### src/rtl/calc_sequencer.sv
`default_nettype none
// ============================================================================
// Module  : calc_sequencer
// Purpose : Register-mapped command sequencer between an I2C byte interface
//           and a start/done ALU; latches result, status and raises irq.
// Rev     : 1.0
// ============================================================================
module calc_sequencer #(
  parameter int DATA_W  = 8,
  parameter int NUM_OPS = 6,
  parameter int TIMEOUT = 255
) (
  input  logic                clk,
  input  logic                rst_n,
  input  logic                reg_wr,
  input  logic                reg_rd,
  input  logic [2:0]          reg_addr,
  input  logic [7:0]          reg_wdata,
  output logic [7:0]          reg_rdata,
  output logic                alu_start,
  output logic [2:0]          alu_op,
  output logic [DATA_W-1:0]   alu_a,
  output logic [DATA_W-1:0]   alu_b,
  input  logic                alu_done,
  input  logic [2*DATA_W-1:0] alu_result,
  input  logic                alu_err,
  output logic                irq
);

  localparam logic [1:0] S_IDLE  = 2'd0;
  localparam logic [1:0] S_ISSUE = 2'd1;
  localparam logic [1:0] S_WAIT  = 2'd2;

  localparam logic [2:0] A_OPA    = 3'd0;
  localparam logic [2:0] A_OPB    = 3'd1;
  localparam logic [2:0] A_OPCODE = 3'd2;
  localparam logic [2:0] A_CTRL   = 3'd3;
  localparam logic [2:0] A_STATUS = 3'd4;
  localparam logic [2:0] A_RES_L  = 3'd5;
  localparam logic [2:0] A_RES_H  = 3'd6;

  localparam logic [7:0] C_CNT_LAST = 8'(TIMEOUT - 1);

  logic [1:0]          r_state;
  logic [1:0]          w_state_next;
  logic [DATA_W-1:0]   r_opa;
  logic [DATA_W-1:0]   r_opb;
  logic [2:0]          r_opcode;
  logic [2*DATA_W-1:0] r_res;
  logic                r_done;
  logic                r_err;
  logic                r_tmo;
  logic                r_alu_err;
  logic                r_irq;
  logic [7:0]          r_cnt;

  logic w_busy;
  logic w_go;
  logic w_clr;
  logic w_op_valid;
  logic w_go_ok;
  logic w_go_bad;
  logic w_go_busy;
  logic w_opnd_wr;
  logic w_opnd_drop;
  logic w_complete;
  logic w_timeout;
  logic w_stat_rd;

  assign w_busy      = (r_state != S_IDLE);
  assign w_go        = reg_wr && (reg_addr == A_CTRL) && reg_wdata[0];
  assign w_clr       = reg_wr && (reg_addr == A_CTRL) && reg_wdata[1];
  assign w_op_valid  = (int'(r_opcode) < NUM_OPS);
  assign w_go_ok     = w_go && !w_busy && w_op_valid;
  assign w_go_bad    = w_go && !w_busy && !w_op_valid;
  assign w_go_busy   = w_go && w_busy;
  assign w_opnd_wr   = reg_wr && (reg_addr <= A_OPCODE);
  assign w_opnd_drop = w_opnd_wr && w_busy;
  assign w_complete  = (r_state == S_WAIT) && alu_done;
  assign w_timeout   = (r_state == S_WAIT) && !alu_done && (r_cnt == C_CNT_LAST);
  assign w_stat_rd   = reg_rd && (reg_addr == A_STATUS);

  always_ff @(posedge clk or negedge rst_n) begin
    if (!rst_n) begin
      r_state <= S_IDLE;
    end else begin
      r_state <= w_state_next;
    end
  end

  always_comb begin
    w_state_next = r_state;
    case (r_state)
      S_IDLE:  if (w_go_ok) w_state_next = S_ISSUE;
      S_ISSUE: w_state_next = S_WAIT;
      S_WAIT:  if (w_complete || w_timeout) w_state_next = S_IDLE;
      default: w_state_next = S_IDLE;
    endcase
  end

  always_comb begin
    alu_start = 1'b0;
    if (r_state == S_ISSUE) alu_start = 1'b1;
  end

  // Operands only change while idle so the ALU sees stable inputs.
  always_ff @(posedge clk or negedge rst_n) begin
    if (!rst_n) begin
      r_opa    <= '0;
      r_opb    <= '0;
      r_opcode <= '0;
    end else if (w_opnd_wr && !w_busy) begin
      case (reg_addr)
        A_OPA:    r_opa    <= DATA_W'(reg_wdata);
        A_OPB:    r_opb    <= DATA_W'(reg_wdata);
        A_OPCODE: r_opcode <= reg_wdata[2:0];
        default:  ;
      endcase
    end
  end

  always_ff @(posedge clk or negedge rst_n) begin
    if (!rst_n) begin
      r_cnt <= '0;
    end else if (r_state == S_ISSUE) begin
      r_cnt <= '0;
    end else if (r_state == S_WAIT) begin
      r_cnt <= r_cnt + 8'd1;
    end
  end

  // Clears are applied before sets so a coincident set always wins.
  always_ff @(posedge clk or negedge rst_n) begin
    if (!rst_n) begin
      r_res     <= '0;
      r_done    <= 1'b0;
      r_err     <= 1'b0;
      r_tmo     <= 1'b0;
      r_alu_err <= 1'b0;
      r_irq     <= 1'b0;
    end else begin
      r_err <= (r_err && !w_clr) || w_opnd_drop || w_go_busy || w_go_bad || w_timeout;
      r_tmo <= (r_tmo && !w_clr) || w_timeout;
      r_irq <= w_complete || w_timeout || w_go_bad;
      if (w_complete) begin
        r_res     <= alu_result;
        r_done    <= 1'b1;
        r_alu_err <= alu_err;
      end else begin
        if (w_go_ok || w_stat_rd) r_done <= 1'b0;
        if (w_go_ok) r_alu_err <= 1'b0;
      end
    end
  end

  always_comb begin
    reg_rdata = 8'h00;
    case (reg_addr)
      A_OPA:    reg_rdata = 8'(r_opa);
      A_OPB:    reg_rdata = 8'(r_opb);
      A_OPCODE: reg_rdata = {5'b00000, r_opcode};
      A_STATUS: reg_rdata = {3'b000, r_alu_err, r_tmo, r_err, r_done, w_busy};
      A_RES_L:  reg_rdata = 8'(r_res);
      A_RES_H:  reg_rdata = 8'(r_res >> 8);
      default:  reg_rdata = 8'h00;
    endcase
  end

  assign alu_op = r_opcode;
  assign alu_a  = r_opa;
  assign alu_b  = r_opb;
  assign irq    = r_irq;

endmodule
`default_nettype wire

### config.mk
export PLATFORM = sky130hd
export DESIGN_NAME = calc_sequencer
export DESIGN_NICKNAME = d
export VERILOG_FILES = /design/src/rtl/calc_sequencer.sv
export SDC_FILE = /design/constraint.sdc
export NUM_CORES = 1
export LEC_CHECK = 0
export CAP_MARGIN = 20
export CORE_MARGIN = 2
export CORE_UTILIZATION = 44
export DETAILED_ROUTE_END_ITERATION = 6
export PLACE_DENSITY_LB_ADDON = 0.25
export SETUP_SLACK_MARGIN = 0.2
export SLEW_MARGIN = 25
export SYNTH_ARGS = -nofsm -noshare
export SYNTH_HDL_FRONTEND = slang
export SYNTH_SLANG_ARGS = --single-unit
### constraint.sdc
create_clock -name clk -period 1.5 [get_ports clk]
set_input_delay 0.3 -clock clk [delete_from_list [all_inputs] [get_ports clk]]
set_output_delay 0.3 -clock clk [all_outputs]
set_load 0.1 [all_outputs]
Figure 1. Routing congestion map.
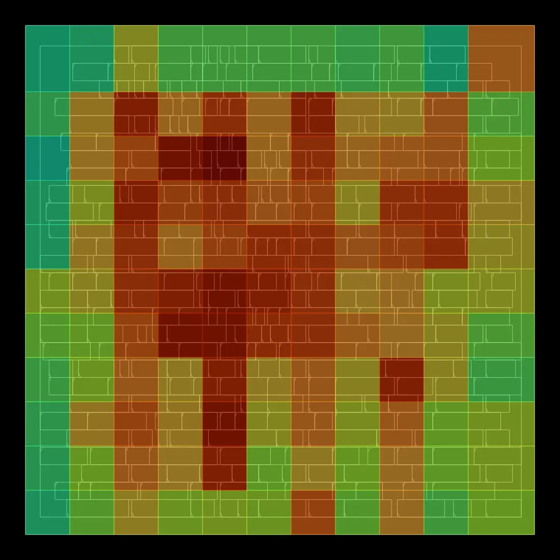
grt met1 use: 34.62%
Total Routing Usage GR: 29.11%
post-layout util: 88.64%

Figure 2. Close-up of the layout.
Window x 27 to 52, y 11 to 36 um. Cells in grey, sequential cells in the stronger grey; small squares are vias.
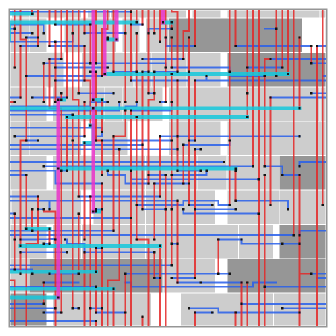
colour	layer
blue	M1
cyan	M3
magenta	M4
red	M2
netlist names of flops here include	alu_a (2)
cells with their middle in the window	40
most frequent	buf_6 (9), buf_4 (4)
sequential cells in the window	4

Figure 3. Where the registers sit.
(3 px per um) Other sequential cells in the stronger grey, the rest of the logic in the fainter grey.
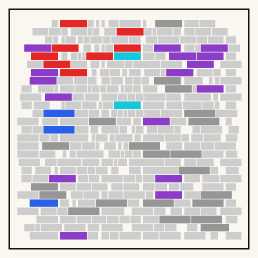
colour	signal	sequential cells
red	r_cnt	8
cyan	r_state	2
purple	r_res	16
blue	alu_op	3
not coloured	21
P_seq: 2840 uW
Reg area: 1306 um^2

Figure 4. Gate families picked out.
(3 px per um)
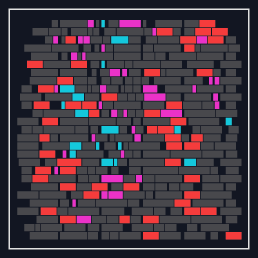
colour	family	cells	most used
magenta	nand cells	37	nand2_1
cyan	nor cells	17	nor2_1
red	mux cells	51	mux2_4

Figure 5. I/O pins on the die edge.
(6 px per um) Pins as bars across the die edge, other pins in grey.
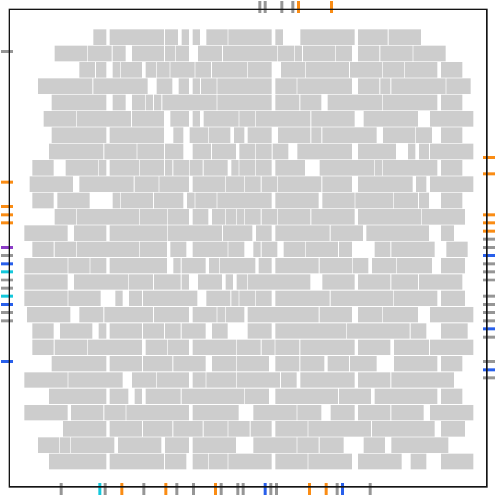
colour	port	pins	direction	edge
cyan	alu_op	3	output	2 left, 1 bottom
blue	alu_b	8	output	3 left, 3 right, 2 bottom
purple	reg_rd	1	input	left
orange	alu_result	16	input	5 bottom, 5 right, 4 left, 2 top
all pins by edge	20 bottom, 20 right, 16 left, 6 top
die width: 79.34 um
Die Height: 79.34 um
Port Buffers: 61

==> impl_metrics.toml <==
# synthesis and place-and-route metrics
[clocking]
cts.sinks = 50
clockRootBuffer = "clkbuf_8"
insertion_delay_ns = 0.31
numCtsBuffers = 5
cts_tree = "built"
clk_pin_slew_ns = 0.10
cts_buffer_depth = 2
htreeDepth = 2

[critical_path]
crit_path_cell_trace = "inv_2 -> ha_4 -> nand2b_4 -> a21oi_4 -> a31oi_4 -> o221ai_4 -> buf_12"
worst-path-max-fanout = 2
cp_top_family = "flip-flops"
crit_slowest_cell = "dfrtp_1"
worst-path-buf-inv = 2
cp.depth = 7
worstPathRequired_ns = 1.20
r2r_slack_ns = -0.42
r2r_cells = 8
slowest_delay_ns = 0.42
endpoint_kind = "output pin"
worstSetupStartpoint = "r_state[0]$_DFFE_PN0P_"
critPathKind = "reg2out"
timing.rr.end = "alu_a[2]$_DFFE_PN0P_"
critPathArrivalTime_ns = 1.71
start_kind = "register"
rr_startpoint = "r_state[0]$_DFFE_PN0P_"
cp-endpoint = "reg_rdata[0]"

[logic_synthesis]
largest_area_cell = "dfrtp_1"
edf_count = 0
yosys.cell_types.count = 34
synth-async-reset-ratio_pct = 100.0
synth.avg_cell_area_um2 = 11.78
ys_warn_count = 0
yosys_area_um2 = 2497
ys_ff = 50
syn_nets = 250
yosys_cells = 212
topCellsByArea = "dfrtp_1 50%, mux2_2 16%, mux2_4 4.8%, mux2i_1 3.2%, nand2_1 2.6%"
synthCells = 212
netlist.area_leader.share_pct = 50.10
yosysSeqAreaShare_pct = 50.10
flop_cell = "dfrtp_1"
netlist_area_um2 = 2497

[power]
switchingPower_uw = 5906
netSwitchingFraction_pct = 46.90
peakVddDrop_v = 0.001935
clkPwrFrac_pct = 6.9
p_int_uw = 6688
p_comb_share_pct = 70.5
powerDensity_nw_per_um2 = 2580
p_total_uw = 12590
leakage_uw = 0.002209
seqPwrFrac_pct = 22.6

[floorplanning]
rows = 27
core_area_um2 = 5507
fp_util_pct = 45.35
dieArea_um2 = 6295
io_pins = 62

[detailed_routing]
top_layer = "met4"
wl_met3_um = 741
drt_iter0_markers = 156
met1_length_mm = 3.859
vias_per_cell = 5.952
wl_mm = 10.12
drc = 0
first_pass_iters = 4
ant_nets = 0
routedWlPerCell_um = 24.33
wl_met2_mm = 5.117
vias = 2476

[final_timing]
setup_ws_ns = -0.5125
worstMarginPinSlew_ns = 0.3812
hold_viol = 0
clock_skew_ns = 0.01122
max_freq_ghz = 0.4969
min_period_ns = 2.013
slew_headroom_pct = 74.59
tns_ns = -12.47
drv_slew = 0
holdWs_ns = 0.4902
finalCritPeriodShare_pct = 134.2
rsz0062_at_grt = "true"
setup_viol = 54

[status]
status = "finished, violations left"
violations = "negative setup slack"

[global_routing]
overflow = 0
grt_max_degree = 51
antenna_found_initial = 0
grt_use_met2_pct = 51.10
grt_util_met3_pct = 5.341
grt_pass1_vias = 2533
top_usage_layer = "met2"
grt_pass1_wl_mm = 13.57

[layout]
nets = 381
n_antenna_cell = 0
finalNonFillerCells = 416
lay_top_cells = "42 x mux2_4, 34 x dfrtp_1, 33 x buf_12"
area_growth_pct = 95.44
drive_above_1_share_pct = 63.66
lay_top_count = "mux2_4"
stdcell_area_um2 = 4881

[placed_design]
pre_cts_slack_ns = -0.6479
dp_cells = 379
routabilityCongestion = 0.8138
post_dp_cell_area_um2 = 4043
dpl.hpwl_mm = 5.057

[min_path]
worst_hold_path_type = "in2async"

[job]
drv_cap = 0
tool_warnings = 32
## synth_stat cells, types with 2 or more instances
cell type,instances
a21oi_1,7
a22o_1,2
a22oi_1,3
a31oi_1,3
buf_2,4
clkbuf_1,4
dfrtp_1,50
ha_1,5
inv_1,6
mux2_2,35
mux2_4,8
mux2i_1,8
nand2_1,17
nand2b_1,6
nand3_1,8
nand4_1,3
nor2_1,11
nor2b_1,2
nor3_1,2
o21ai_0,8
o221ai_1,3
o22ai_1,3
o311ai_0,2
xnor2_1,2
## logic make-up after synthesis
kind of cell	after synthesis	share of synthesized area, %
mux	51	23.80
fa+ha+maj	5	2.505
compound gates	33	8.568
flops	50	50.10
buf+inv	15	2.755
simple gates	55	11.22
xor+xnor	3	1.052
## timing repair
item	in CTS	in global routing
resized	79	38
setup endpoints to repair	66	73
buffers inserted	7	17
cloned	4	0
pin swaps	19	19
hold buffers	1	0
hold endpoints to repair	50	0
## layout make-up
class	instances	area (um^2)
Multi-Input combinational cell	149	1718
Tap cell	72	90.09
Sequential cell	50	1306
Clock buffer	6	82.58
Inverter	6	22.52
Fill cell	208	625.6
Timing Repair Buffer	131	1645
Clock inverter	2	16.27
## power groups by stage
stage / logic, uW / clock network, uW / registers [uW]
3_5_place_dp: 6860 / 0 / 2660
3_3_place_gp: 6740 / 0 / 2630
2_1_floorplan: 2390 / 0 / 4490
5_1_grt: 9140 / 930 / 2870
4_1_cts: 7660 / 862 / 2710
6_report: 8880 / 867 / 2840
## flip-flops by register name (all words and copies together) (netlist names)
register,cells
r_res,16
r_alu_err,1
r_cnt,8
irq,1
r_tmo,1
r_err,1
r_done,1
r_state,2
alu_op,3
alu_b,8
alu_a,8
No activity file was given, so power comes from the tool's default toggle rates.
